<file path="src/rtl/fetch_stage.sv">
// Instruction fetch: holds the PC, issues one memory request at a time, buffers replies for decode.
// Optional macro FETCH_ALIGN_CHECK_EN turns misaligned PCs into address-error entries.
module fetch_stage #(
  parameter logic [31:0] RESET_PC  = 32'hBFC0_0000,
  parameter int          BUF_DEPTH = 2
) (
  input  logic        clk,
  input  logic        resetn,
  output logic        inst_req,
  output logic [31:0] inst_addr,
  input  logic        inst_addr_ok,
  input  logic        inst_data_ok,
  input  logic [31:0] inst_rdata,
  input  logic        br_redirect,
  input  logic [31:0] br_target,
  output logic        id_valid,
  input  logic        id_ready,
  output logic [31:0] id_pc,
  output logic [31:0] id_inst,
  output logic [5:0]  id_op_code,
  output logic [5:0]  id_funct,
  output logic        id_adel
);
  localparam int PTR_W = (BUF_DEPTH > 1) ? $clog2(BUF_DEPTH) : 1;
  localparam int CNT_W = PTR_W + 1;
  localparam logic [CNT_W-1:0] DEPTH_C = CNT_W'(BUF_DEPTH);

  typedef enum logic {S_REQ, S_WAIT} state_e;

  state_e           state_q, state_d;
  logic [31:0]      pc_q, pc_d;
  logic [31:0]      req_pc_q, req_pc_d;
  logic             cancel_q, cancel_d;
  logic             started_q;
  logic [PTR_W-1:0] rd_ptr_q, rd_ptr_d, wr_ptr_q, wr_ptr_d;
  logic [CNT_W-1:0] count_q, count_d;

  logic [31:0] buf_pc   [BUF_DEPTH];
  logic [31:0] buf_inst [BUF_DEPTH];

  logic        push, pop, hs, has_space, misaligned;
  logic [31:0] push_pc, push_inst;

`ifdef FETCH_ALIGN_CHECK_EN
  logic buf_adel [BUF_DEPTH];
  logic push_adel;
  logic err_done_q, err_done_d;
  assign misaligned = (pc_q[1:0] != 2'b00);
`else
  assign misaligned = 1'b0;
`endif

  assign inst_addr = pc_q;
  assign id_valid  = (count_q != '0);

  always_comb begin
    state_d   = state_q;
    pc_d      = pc_q;
    req_pc_d  = req_pc_q;
    cancel_d  = cancel_q;
    inst_req  = 1'b0;
    push      = 1'b0;
    push_pc   = req_pc_q;
    push_inst = inst_rdata;
    has_space = started_q && (count_q < DEPTH_C);
`ifdef FETCH_ALIGN_CHECK_EN
    push_adel  = 1'b0;
    err_done_d = err_done_q;
`endif
    case (state_q)
      S_REQ: begin
        if (misaligned) begin
`ifdef FETCH_ALIGN_CHECK_EN
          // A misaligned PC produces a single error entry and then parks until redirected.
          if (has_space && !err_done_q) begin
            push       = 1'b1;
            push_pc    = pc_q;
            push_inst  = 32'h0;
            push_adel  = 1'b1;
            err_done_d = 1'b1;
          end
`endif
        end else begin
          inst_req = has_space;
          if (inst_req && inst_addr_ok) begin
            pc_d     = pc_q + 32'd4;
            req_pc_d = pc_q;
            state_d  = S_WAIT;
          end
        end
      end
      S_WAIT: begin
        if (inst_data_ok) begin
          state_d = S_REQ;
          if (cancel_q) cancel_d = 1'b0;
          else          push     = 1'b1;
        end
      end
    endcase

    hs  = inst_req & inst_addr_ok;
    pop = id_valid & id_ready;

    // Redirect overrides everything; an accepted-but-unanswered request must be waited out and dropped.
    if (br_redirect) begin
      pc_d = br_target;
      push = 1'b0;
      pop  = 1'b0;
`ifdef FETCH_ALIGN_CHECK_EN
      err_done_d = 1'b0;
`endif
      if (hs || (state_q == S_WAIT && !inst_data_ok)) begin
        cancel_d = 1'b1;
        state_d  = S_WAIT;
      end else begin
        cancel_d = 1'b0;
        state_d  = S_REQ;
      end
    end
  end

  always_comb begin
    rd_ptr_d = rd_ptr_q;
    wr_ptr_d = wr_ptr_q;
    count_d  = count_q;
    if (br_redirect) begin
      rd_ptr_d = '0;
      wr_ptr_d = '0;
      count_d  = '0;
    end else begin
      if (push) wr_ptr_d = wr_ptr_q + 1'b1;
      if (pop)  rd_ptr_d = rd_ptr_q + 1'b1;
      case ({push, pop})
        2'b10:   count_d = count_q + 1'b1;
        2'b01:   count_d = count_q - 1'b1;
        default: count_d = count_q;
      endcase
    end
  end

  always_ff @(posedge clk or negedge resetn) begin
    if (!resetn) begin
      state_q   <= S_REQ;
      pc_q      <= RESET_PC;
      req_pc_q  <= RESET_PC;
      cancel_q  <= 1'b0;
      started_q <= 1'b0;
      rd_ptr_q  <= '0;
      wr_ptr_q  <= '0;
      count_q   <= '0;
`ifdef FETCH_ALIGN_CHECK_EN
      err_done_q <= 1'b0;
`endif
    end else begin
      state_q   <= state_d;
      pc_q      <= pc_d;
      req_pc_q  <= req_pc_d;
      cancel_q  <= cancel_d;
      started_q <= 1'b1;
      rd_ptr_q  <= rd_ptr_d;
      wr_ptr_q  <= wr_ptr_d;
      count_q   <= count_d;
`ifdef FETCH_ALIGN_CHECK_EN
      err_done_q <= err_done_d;
`endif
    end
  end

  // Buffer payload carries no reset; id_valid qualifies it.
  always_ff @(posedge clk) begin
    if (push) begin
      buf_pc[wr_ptr_q]   <= push_pc;
      buf_inst[wr_ptr_q] <= push_inst;
`ifdef FETCH_ALIGN_CHECK_EN
      buf_adel[wr_ptr_q] <= push_adel;
`endif
    end
  end

  assign id_pc      = id_valid ? buf_pc[rd_ptr_q]   : 32'h0;
  assign id_inst    = id_valid ? buf_inst[rd_ptr_q] : 32'h0;
  assign id_op_code = id_inst[31:26];
  assign id_funct   = id_inst[5:0];
`ifdef FETCH_ALIGN_CHECK_EN
  assign id_adel    = id_valid & buf_adel[rd_ptr_q];
`else
  assign id_adel    = 1'b0;
`endif

endmodule

</file>
<file path="config.mk">
export PLATFORM = sky130hd
export DESIGN_NAME = fetch_stage
export DESIGN_NICKNAME = d
export VERILOG_FILES = /design/src/rtl/fetch_stage.sv
export SDC_FILE = /design/constraint.sdc
export NUM_CORES = 1
export LEC_CHECK = 0
export CORE_MARGIN = 5
export CORE_UTILIZATION = 53
export CTS_BUF_LIST = sky130_fd_sc_hd__clkbuf_8
export DETAILED_ROUTE_END_ITERATION = 10
export PLACE_DENSITY = 0.85
export SYNTH_ARGS = -nofsm -noshare
export SYNTH_HDL_FRONTEND = slang
export SYNTH_SLANG_ARGS = --single-unit
</file>
<file path="constraint.sdc">
create_clock -name clk -period 6.9 [get_ports clk]
set_input_delay 2.07 -clock clk [delete_from_list [all_inputs] [get_ports clk]]
set_output_delay 2.07 -clock clk [all_outputs]
set_load 0.03 [all_outputs]
</file>
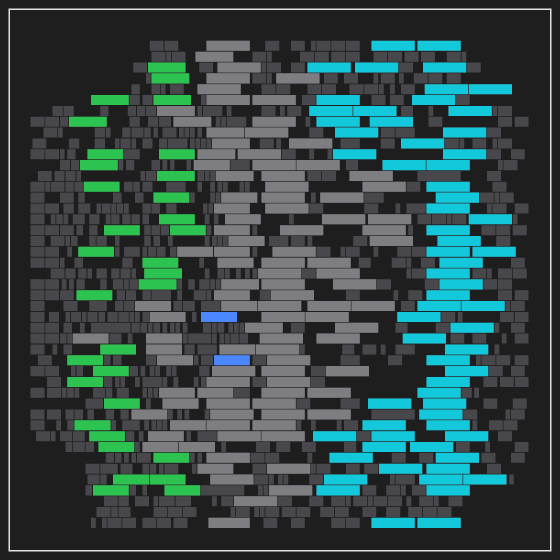
*Sequential cells coloured by netlist name*
- blue: count_q (placed flops 2)
- green: inst_addr (placed flops 32; where a column on the left)
- cyan: buf_inst (placed flops 64; where a column on the right)
- not coloured: 101

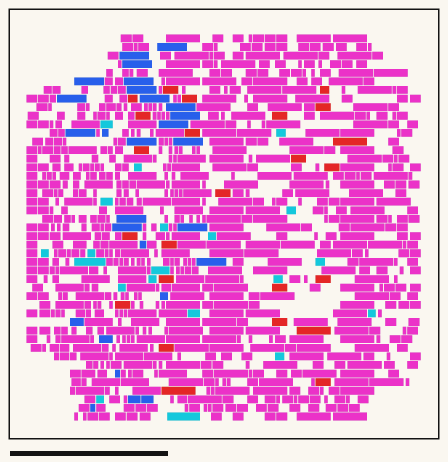
*Drive-strength map*
Scale bar: 50 microns.
- red: drive 6 and up (cells 24; share 2.9%)
- magenta: drive 1 or less (cells 771; share 92%)
- blue: drive 2 (cells 27; share 3.2%)
- cyan: drive 3 to 4 (cells 20; share 2.4%)

==> Slide: Implementation Results <==
Physical Implementation Snapshot

Outcome
  – Status: complete, no violations

Power and ir drop
  – Overall power: 0.00259 W
  – Power Dens Cells: approximately 240 nW/um^2
  – Leakage: around 3.8 nW

Synth
  – Ys cells: roughly 670
  – Avg Cell Area, Syn: 12.4 sq um
  – Distinct lib cells used: approximately 40
  – Top cells by count: 128 x edfxtp_1, 113 x nand2_1, 93 x nor2_1
  – Area share, top type: 0.461
  – YS chip area: between 8000 and 9000 sq um
  – Post-synth EDFFs: between 100 and 150
  – Dominant cell type by area after synthesis: edfxtp_1
  – Synth warn: 0

Finish
  – Final instance area: 10700 sq um
  – Layout cells sized above 1: 0.0843
  – Cell Count, Final, Fillers Out: 1053

Global route
  – Gr busiest metal: met2
  – Initial antenna violation count: 0
  – Tot GR Track Use: 0.198
  – Total grt overflow: 0
  – Met2 Use GR: 0.322
  – First-pass GRT wire length: roughly 29000 microns

Setup path
  – Crit path DAT: approximately 2.8 ns
  – Top Family by Delay on Critical Path: flip-flops
  – Reg2reg setup slack: about 4.3 ns
  – CP max stage delay: approximately 1.2 ns
  – Crit path capture: id_funct[0]
  – Critical Path Stages: 3
  – Critical Path Fanout Max: 65
  – Slowest-stage cell, CP: dfrtp_4
  – CP required: roughly 4.8 ns
  – Critical path type: reg2out
  – Critical Path Source: rd_ptr_q

Run
  – Tool warnings: 26

Routing
  – DR WL met2: around 8700 microns
  – Pre-Repair DR Iteration Count: 4
  – M1 WL: about 7700 microns
  – DR WL/cell: roughly 17 microns
  – Vias/cell: 5.32
  – # DRC: 0

Floorplan
  – Core box area: about 15000 sq um
  – # IOs: around 180
  – Floorplan core density: 0.545
  – Die span in x: 135 microns
  – Die height: approximately 140 microns
  – Die area: ~18000 sq um

Placed design
  – Port bufs: ~180
  – Inst Count DP: a little over 1k
  – HPWL after DPL: approximately 12000 microns

Final timing
  – Final Max-Slew Violation Tally: 0
  – Fin worst setup slack: around 2 ns
  – Finish-stage setup viols: 0
  – Final TNS setup: 0 ns

Clock tree
  – Post-CTS Resized: 0
  – Max Root-Sink Buffers: 2
  – Post-CTS Setup Inserts: 0
  – # hold bufs at CTS: 0

Min path
  – Worst Hold Path EP: push_pc[22]
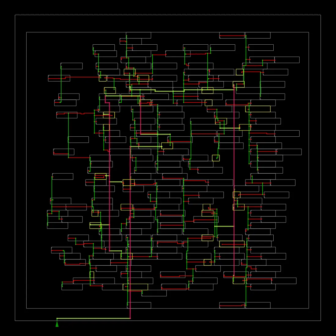
*Clock nets*
clk latency late pin: 0.46 ns
Clock Buffer Count: 19
total CTS buffers: 17

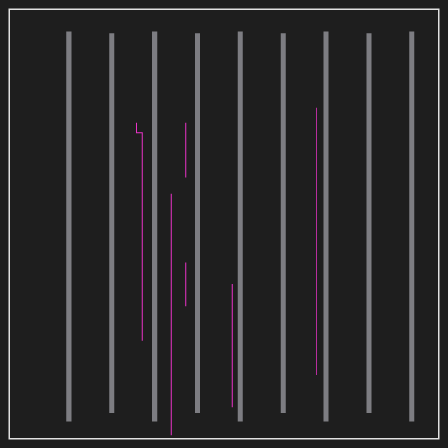
*Metal 4*
Supply wires on this layer in grey.
- share of all routed wire: 1.7%
- nets with wire on the layer: 4
final WL: 17800 microns
total number of vias: 5605

logic make-up (layout without fill, tap and decap cells):
kind of cell,Yosys count,in the layout,synth area share
simple gates,278,278,0.154
xor+xnor,12,12,0.0126
fa+ha+maj,1,1,0.00150
flops,199,199,0.676
compound gates,58,58,0.0427
mux,67,67,0.0807
other cells,2,2,0.000900
buf+inv,56,225,0.0316
layout by cell type, fill, tap and decap left out, types with 2 or more instances in the layout:
| master | netlist | final |
|---|---|---|
| clkdlybuf4s50_1 | 0 | 178 |
| edfxtp_1 | 128 | 128 |
| nand2_1 | 113 | 113 |
| nor2_1 | 93 | 92 |
| mux2i_1 | 65 | 65 |
| dfrtp_1 | 53 | 52 |
| o21ai_0 | 22 | 22 |
| a31oi_1 | 19 | 19 |
| clkbuf_8 | 0 | 19 |
| dfstp_2 | 18 | 18 |
| or4_1 | 15 | 15 |
| nand4_1 | 13 | 13 |
| o31ai_1 | 13 | 13 |
| nand3_1 | 11 | 11 |
| inv_1 | 7 | 7 |
| or3_1 | 7 | 7 |
| xor2_1 | 7 | 7 |
| buf_4 | 13 | 7 |
| and3_1 | 6 | 5 |
| xnor2_1 | 5 | 5 |
| clkinv_4 | 0 | 5 |
| nor2b_1 | 4 | 4 |
| bufinv_16 | 0 | 3 |
| or2_2 | 2 | 2 |
| and2_1 | 2 | 2 |
| nand4_2 | 2 | 2 |
| mux2_2 | 2 | 2 |
| or4_4 | 2 | 2 |
| conb_1 | 2 | 2 |
| inv_6 | 0 | 2 |
| clkinvlp_4 | 0 | 2 |
area by class of cell:
class / count / area (sq um)
Timing Repair Buffer: 186 / 1840
Tap cell: 211 / 264
Clock inverter: 13 / 171
Multi-Input combinational cell: 418 / 2460
Clock buffer: 19 / 262
Sequential cell: 199 / 5650
Inverter: 7 / 26.3
Fill cell: 1074 / 4650
Power and IR drop assume default switching activity.
